Design addsub_arbiter, sky130hd; sources not shown.
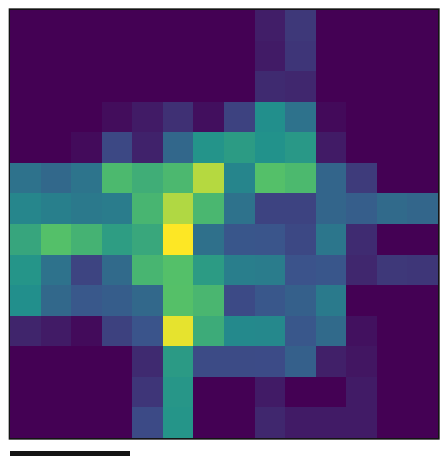
*Signal metal coverage by tile*
Scale bar: 20 um. 14 x 14 tiles, from dark purple (low) to yellow (high), scaled to the fullest tile. Values are wire area over tile area, all layers added.
The emptiest ninth of the die: upper left. The densest ninth of the die: center. 41% of the tiles are nearly empty. The fullest tile reaches 0.34. The mean over all tiles is 0.070. 15% of the tiles are over half the peak.
total wirelength of the detailed-routed design: 2176 um
global-route usage over all layers: 0.09132
DR WL/cell: 14.51 um

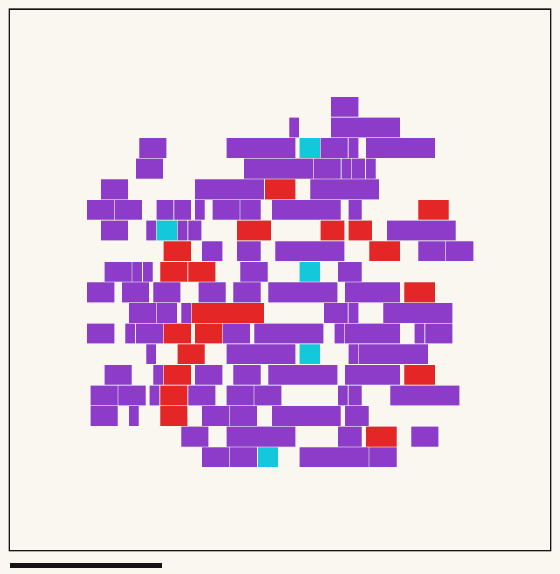
*Cell sizes after repair*
Scale bar: 20 um.
drive 2: marked red, cells 19, share 16%. drive 3 to 4: marked cyan, cells 5, share 4.2%. drive 1 or less: marked purple, cells 96, share 80%.
Worst Setup Slack, final: 0.8820 ns
count of buffers not belonging to the clock network in the layout: 33
cell area after layout: 1399 um2

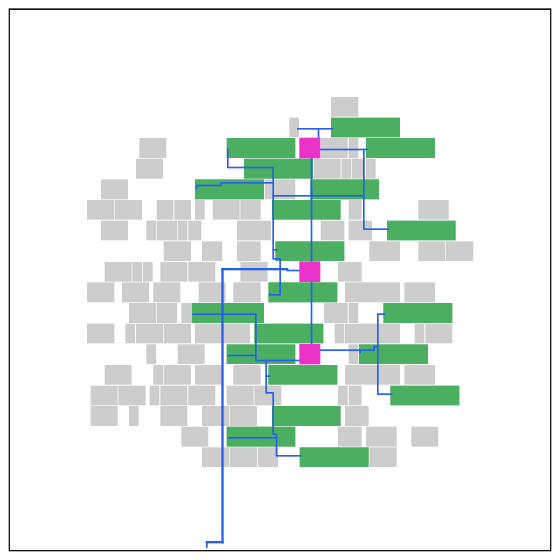
*Clock distribution*
flip-flops: marked green, count 20. cells driving clock nets: marked magenta, count 3. clock wires: marked blue, length 229 um.
There are 4 routed clock nets.
Setup Skew: 0.009388 ns
clock group power: 80.1 uW
clock latency of the later-clocked register in the worst-skew pair: 0.29 ns

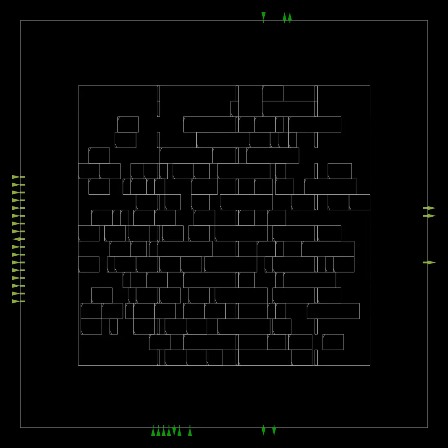
*Cell outlines without signal wires*
Seq area share: 0.3587
Final Core Density: 0.5596
core box area: 2500 um2

==> flow_summary.yaml <==
# physical design summary
floorplan:
  tap-cell-count: 30
  dieWidth_um: 71.26
  row_count: 18
clocking:
  clock-sinks: 20
  cts-htree-levels: 1
  post_cts.repair.setup_buffers: 0
yosys:
  synth-cells-yosys: 89
  yosys.area_share.aoi: 0.1274
  synth.cell_area_um2: 1051
  post_synthesis_cell_type_with_the_largest_instance_count: "sky130_fd_sc_hd__dfrtp_1"
  synth_warnings: 6
  synth_flop_count: 20
  synth_nets: 115
grt:
  globalRoute.totalOverflow: 0
  grt_pass1_vias: 806
  groute.layer.met1.usage: 0.1107
pwr:
  power_switching_uw: 257.4
  power.sequential.total_uw: 316
  power.share.combinational: 0.471
  seq_power_share: 0.422
routing:
  wl_met3_um: 177
  route.layer.met1.wl_um: 946
  drtPass1Iterations: 4
  met2_length_um: 1017
status:
  status: "completed"
sta:
  finalHoldViolations: 0
  rsz0062_at_grt: "false"
  final.setup.tns_ns: 0
  slew_headroom: 0.4995
critical_path:
  reg2regPathDepth: 7
  path_buffers: 2
  worstSetupPathType: "input pin to output pin"
  critical_path_arrival_ns: 2.88
  timing.critical_path.depth: 4
cells_and_area:
  buf_share: 0.2326
  combAreaFraction: 0.3470
  register_area_um2: 501.7
  lay_top_count: "sky130_fd_sc_hd__clkdlybuf4s50_1"
  layout.clock_buffers: 4
  nNetsFinal: 147
placement:
  port-buffer-count: 31
No activity file was given, so power comes from the tool's default toggle rates.
